`config.mk`:
```
export PLATFORM = sky130hd
export DESIGN_NAME = vmicro16_apb_arbiter_flat
export DESIGN_NICKNAME = d
export VERILOG_FILES = /design/src/rtl/vmicro16_apb_arbiter_if.sv /design/src/rtl/vmicro16_apb_arbiter.sv /design/src/flat_wrapper.sv
export SDC_FILE = /design/constraint.sdc
export NUM_CORES = 1
export LEC_CHECK = 0
export ABC_AREA = 1
export CAP_MARGIN = 10
export CORE_MARGIN = 3
export CORE_UTILIZATION = 36
export DETAILED_ROUTE_END_ITERATION = 6
export PLACE_DENSITY = 0.78
export SKIP_LAST_GASP = 1
export SLEW_MARGIN = 20
export SYNTH_ARGS = -nofsm -noshare
export SYNTH_HDL_FRONTEND = slang
export SYNTH_SLANG_ARGS = --single-unit
```
`constraint.sdc`:
```
create_clock -name clk -period 1.9 [get_ports clk]
set_clock_uncertainty 0.2 [all_clocks]
set_input_delay 0.38 -clock clk [delete_from_list [all_inputs] [get_ports clk]]
set_output_delay 0.38 -clock clk [all_outputs]
set_load 0.05 [all_outputs]
```
`src/rtl/vmicro16_apb_arbiter_if.sv`:
```
// Bus bundle between the vmicro16 cores, the round-robin arbiter and the APB interconnect.
// S_* is the core-facing side; M_* is the single shared master port.
interface vmicro16_apb_arbiter_if #(
  parameter int NCORES = 2,
  parameter int AW     = 16,
  parameter int DW     = 16
);
  logic [NCORES*AW-1:0] S_PADDR;
  logic [NCORES-1:0]    S_PWRITE;
  logic [NCORES-1:0]    S_PSEL;
  logic [NCORES-1:0]    S_PENABLE;
  logic [NCORES*DW-1:0] S_PWDATA;
  logic [DW-1:0]        S_PRDATA;
  logic [NCORES-1:0]    S_PREADY;

  logic [AW-1:0]        M_PADDR;
  logic                 M_PWRITE;
  logic                 M_PSEL;
  logic                 M_PENABLE;
  logic [DW-1:0]        M_PWDATA;
  logic [DW-1:0]        M_PRDATA;
  logic                 M_PREADY;

  // Arbiter view: serves the cores, masters the shared bus.
  modport master (
    input  S_PADDR, S_PWRITE, S_PSEL, S_PENABLE, S_PWDATA,
    output S_PRDATA, S_PREADY,
    output M_PADDR, M_PWRITE, M_PSEL, M_PENABLE, M_PWDATA,
    input  M_PRDATA, M_PREADY
  );

  // Environment view: cores plus interconnect/slave.
  modport slave (
    output S_PADDR, S_PWRITE, S_PSEL, S_PENABLE, S_PWDATA,
    input  S_PRDATA, S_PREADY,
    input  M_PADDR, M_PWRITE, M_PSEL, M_PENABLE, M_PWDATA,
    output M_PRDATA, M_PREADY
  );
endinterface

```
`src/rtl/vmicro16_apb_arbiter.sv`:
```
// Round-robin arbiter granting the shared APB master port one whole transfer at a time.
// Optional ACCESS watchdog with sticky `timeout` flag: define APB_ARB_TIMEOUT_EN.
module vmicro16_apb_arbiter #(
  parameter int NCORES  = 2,
  parameter int AW      = 16,
  parameter int DW      = 16,
  parameter int TIMEOUT = 255
) (
  input  logic                  clk,
  input  logic                  reset,
  vmicro16_apb_arbiter_if.master bus,
  output logic [NCORES-1:0]     grant,
`ifdef APB_ARB_TIMEOUT_EN
  output logic                  timeout,
`endif
  output logic                  busy
);
  localparam int PW = (NCORES > 1) ? $clog2(NCORES) : 1;

  localparam logic [1:0] ST_IDLE   = 2'd0;
  localparam logic [1:0] ST_SETUP  = 2'd1;
  localparam logic [1:0] ST_ACCESS = 2'd2;

  logic [1:0]        r_state;
  logic [PW-1:0]     r_ptr;
  logic [NCORES-1:0] r_grant;
  logic              r_busy;
  logic [AW-1:0]     r_paddr;
  logic              r_pwrite;
  logic              r_psel;
  logic              r_penable;
  logic [DW-1:0]     r_pwdata;

  logic              w_found;
  logic              w_hit;
  logic [PW-1:0]     w_idx;
  logic [PW-1:0]     w_pick;
  logic [AW-1:0]     w_addr;
  logic [DW-1:0]     w_wdata;
  logic              w_to;
  logic              w_done;
  logic              w_access;

  // First requester strictly after the last owner, wrapping around.
  always_comb begin
    w_found = 1'b0;
    w_hit   = 1'b0;
    w_idx   = '0;
    w_pick  = '0;
    for (int k = 1; k <= NCORES; k++) begin
      w_idx   = PW'((int'(r_ptr) + k) % NCORES);
      w_hit   = !w_found && bus.S_PSEL[w_idx];
      w_pick  = w_hit ? w_idx : w_pick;
      w_found = w_found | w_hit;
    end
  end

  assign w_addr   = bus.S_PADDR[w_pick*AW +: AW];
  assign w_wdata  = bus.S_PWDATA[w_pick*DW +: DW];
  assign w_access = (r_state == ST_ACCESS);

`ifdef APB_ARB_TIMEOUT_EN
  logic [7:0] r_wait;
  logic       r_timeout;

  // Wait counter: zeroed in SETUP so ACCESS cycle n sees n-1.
  always_ff @(posedge clk or posedge reset) begin
    if (reset) begin
      r_wait    <= 8'd0;
      r_timeout <= 1'b0;
    end else begin
      if (r_state == ST_ACCESS) begin
        r_wait <= r_wait + 8'd1;
      end else begin
        r_wait <= 8'd0;
      end
      if (w_access && w_to) begin
        r_timeout <= 1'b1;
      end else begin
        r_timeout <= r_timeout;
      end
    end
  end

  assign w_to         = (r_wait == 8'(TIMEOUT - 1)) && !bus.M_PREADY;
  assign timeout      = r_timeout;
  assign bus.S_PRDATA = (w_access && w_to) ? DW'(16'hDEAD) : bus.M_PRDATA;
`else
  assign w_to         = 1'b0;
  assign bus.S_PRDATA = bus.M_PRDATA;
`endif

  assign w_done = bus.M_PREADY | w_to;

  // Main transfer FSM; every bus-facing field is captured once at grant time.
  always_ff @(posedge clk or posedge reset) begin
    if (reset) begin
      r_state   <= ST_IDLE;
      r_ptr     <= PW'(NCORES - 1);
      r_grant   <= '0;
      r_busy    <= 1'b0;
      r_paddr   <= '0;
      r_pwrite  <= 1'b0;
      r_psel    <= 1'b0;
      r_penable <= 1'b0;
      r_pwdata  <= '0;
    end else begin
      case (r_state)
        ST_IDLE: begin
          if (w_found) begin
            r_state   <= ST_SETUP;
            r_ptr     <= w_pick;
            r_grant   <= {{(NCORES-1){1'b0}}, 1'b1} << w_pick;
            r_busy    <= 1'b1;
            r_paddr   <= w_addr;
            r_pwrite  <= bus.S_PWRITE[w_pick];
            r_pwdata  <= w_wdata;
            r_psel    <= 1'b1;
            r_penable <= 1'b0;
          end else begin
            r_state <= ST_IDLE;
          end
        end
        ST_SETUP: begin
          r_state   <= ST_ACCESS;
          r_penable <= 1'b1;
        end
        ST_ACCESS: begin
          if (w_done) begin
            r_state   <= ST_IDLE;
            r_grant   <= '0;
            r_busy    <= 1'b0;
            r_psel    <= 1'b0;
            r_penable <= 1'b0;
          end else begin
            r_state <= ST_ACCESS;
          end
        end
        default: begin
          r_state   <= ST_IDLE;
          r_grant   <= '0;
          r_busy    <= 1'b0;
          r_psel    <= 1'b0;
          r_penable <= 1'b0;
        end
      endcase
    end
  end

  assign bus.M_PADDR   = r_paddr;
  assign bus.M_PWRITE  = r_pwrite;
  assign bus.M_PSEL    = r_psel;
  assign bus.M_PENABLE = r_penable;
  assign bus.M_PWDATA  = r_pwdata;
  assign bus.S_PREADY  = (w_access && w_done) ? r_grant : {NCORES{1'b0}};
  assign grant         = r_grant;
  assign busy          = r_busy;
endmodule
```
`src/flat_wrapper.sv`:
```
// flat-port wrapper written by rule: the top's interface ports become plain ports
module vmicro16_apb_arbiter_flat 
#(
  parameter int NCORES  = 2,
  parameter int AW      = 16,
  parameter int DW      = 16,
  parameter int TIMEOUT = 255
)
  (clk, reset, grant, busy, bus_S_PADDR, bus_S_PWRITE, bus_S_PSEL, bus_S_PENABLE, bus_S_PWDATA, bus_S_PRDATA, bus_S_PREADY, bus_M_PADDR, bus_M_PWRITE, bus_M_PSEL, bus_M_PENABLE, bus_M_PWDATA, bus_M_PRDATA, bus_M_PREADY);
  vmicro16_apb_arbiter_if #(.NCORES(NCORES), .AW(AW), .DW(DW)) bus_i ();
  input  logic clk;
  input  logic reset;
  output logic [NCORES-1:0] grant;
  output logic busy;
  input wire logic [$bits(bus_i.S_PADDR)-1:0] bus_S_PADDR;
  input wire logic [$bits(bus_i.S_PWRITE)-1:0] bus_S_PWRITE;
  input wire logic [$bits(bus_i.S_PSEL)-1:0] bus_S_PSEL;
  input wire logic [$bits(bus_i.S_PENABLE)-1:0] bus_S_PENABLE;
  input wire logic [$bits(bus_i.S_PWDATA)-1:0] bus_S_PWDATA;
  output wire logic [$bits(bus_i.S_PRDATA)-1:0] bus_S_PRDATA;
  output wire logic [$bits(bus_i.S_PREADY)-1:0] bus_S_PREADY;
  output wire logic [$bits(bus_i.M_PADDR)-1:0] bus_M_PADDR;
  output wire logic [$bits(bus_i.M_PWRITE)-1:0] bus_M_PWRITE;
  output wire logic [$bits(bus_i.M_PSEL)-1:0] bus_M_PSEL;
  output wire logic [$bits(bus_i.M_PENABLE)-1:0] bus_M_PENABLE;
  output wire logic [$bits(bus_i.M_PWDATA)-1:0] bus_M_PWDATA;
  input wire logic [$bits(bus_i.M_PRDATA)-1:0] bus_M_PRDATA;
  input wire logic [$bits(bus_i.M_PREADY)-1:0] bus_M_PREADY;
  assign bus_i.S_PADDR = bus_S_PADDR;
  assign bus_i.S_PWRITE = bus_S_PWRITE;
  assign bus_i.S_PSEL = bus_S_PSEL;
  assign bus_i.S_PENABLE = bus_S_PENABLE;
  assign bus_i.S_PWDATA = bus_S_PWDATA;
  assign bus_S_PRDATA = bus_i.S_PRDATA;
  assign bus_S_PREADY = bus_i.S_PREADY;
  assign bus_M_PADDR = bus_i.M_PADDR;
  assign bus_M_PWRITE = bus_i.M_PWRITE;
  assign bus_M_PSEL = bus_i.M_PSEL;
  assign bus_M_PENABLE = bus_i.M_PENABLE;
  assign bus_M_PWDATA = bus_i.M_PWDATA;
  assign bus_i.M_PRDATA = bus_M_PRDATA;
  assign bus_i.M_PREADY = bus_M_PREADY;
  vmicro16_apb_arbiter #(.NCORES(NCORES), .AW(AW), .DW(DW), .TIMEOUT(TIMEOUT)) u_core (.clk(clk), .reset(reset), .bus(bus_i), .grant(grant), .busy(busy));
endmodule
```
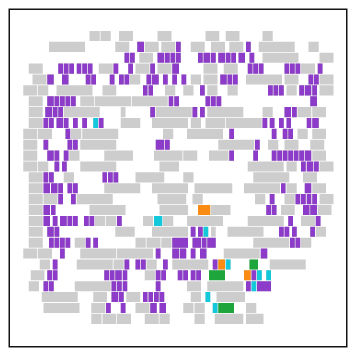
gate_families.png
Scale: 4 px per um.
Orange stands for inverting AOI/OAI gates, cells 3, most used a21oi_1. Green stands for NOR gates, cells 3, most used nor2_4. Cyan stands for inverters, cells 9, most used inv_1. Purple stands for NAND gates, cells 219, most used nand2_1, where all over the die.

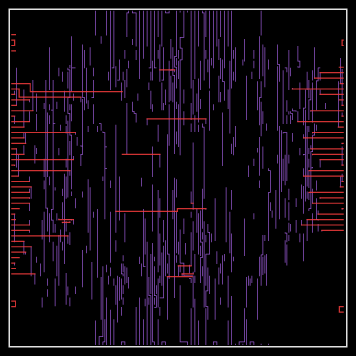
metal_stack.png
Scale: 4 px per um. Two of the layers only.
Red stands for met3, wire length 444 um. Purple stands for met2, wire length 2930 um.

## worst max-delay path by stage
stage | endpoint | depth (start not counted) | slack, ps
floorplan | bus_S_PREADY[0] | 2 | 140
global placement | u_core.bus.M_PADDR[14] | 7 | -40
detailed placement | u_core.bus.M_PADDR[9] | 7 | -70
CTS | bus_S_PREADY[0] | 4 | 10
global route | bus_S_PREADY[1] | 4 | 30
finish | bus_S_PREADY[1] | 4 | 120
## cells by family after synthesis
logic type	after synthesis	share of synthesized area
flops	40	0.457
simple gates	222	0.410
buf+inv	42	0.124
compound gates	3	0.00857
## metal layers
layer | GRT usage | vias up
met5 | 0 | -
met4 | 0.0468 | 0
met3 | 0.0592 | 12
met2 | 0.307 | 77
met1 | 0.193 | 974
li1 | - | 1124
==> job_summary.md <==
## PnR job results

| Metric | Value |
|---|---|
| Status | `finished, final reports clean` |
| Placer Congestion | `0.756` |
| Setup slack, reg-to-reg | `370 ps` |
| Worst Setup SP | `u_core.r_state[0]` |
| Final Cycle Share | `0.939` |
| Reg2reg start | `u_core.r_ptr` |
| Layout cell share with drive strength beyond 1 | `0.177` |
| Setup TNS | `0 ps` |
| Sw Share | `0.519` |
| First-pass GRT wire length | `approximately 10000 um` |
| Largest type area fraction | `0.445` |
| Clk buf depth | `2` |
| Post-Synthesis Cells | `307` |
| Crit path largest cell delay | `slightly above 400 ps` |
| EDFF count, synth | `0` |
| Chip width | `84.0 um` |
| Floorplan Nets | `396` |
| GR Overflow Total | `0` |
| Worst Hold Class | `in2async` |
| Signal buffers | `between 100 and 150` |
| Worst Path Class, Setup | `reg2out` |
| Syn Area/Cell | `between 7 and 8 um2` |
| Final-layout fill cell count | `~540` |
| Setup bufs post-CTS | `0` |
| Critical Path Start Type | `flop` |
| Clock-pin slew on the worst setup and hold paths | `approximately 70 ps` |
| Clk tree area frac | `0.0268` |
| Met1 WL | `2440 um` |
| Flop share of the area | `0.298` |
| Fp util | `0.384` |
| Routed wire length | `5880 um` |
| Clock buffer cells | `8` |
| Yosys cell types | `16` |
| Logic share of the area | `0.279` |
| Sequential Power | `around 1.5 mW` |
| Met2 WL | `2930 um` |
| Most numerous cell in the Yosys netlist | `nand2_1` |
| Crit Path Max Fanout | `4` |
| Final hold violations | `0` |
| Routed len/inst | `12.3 um` |
| CTS tree | `built` |
| DRT Pass-1 Iters | `4` |
Power figures rest on the tool's default switching activity, not on a simulated workload.
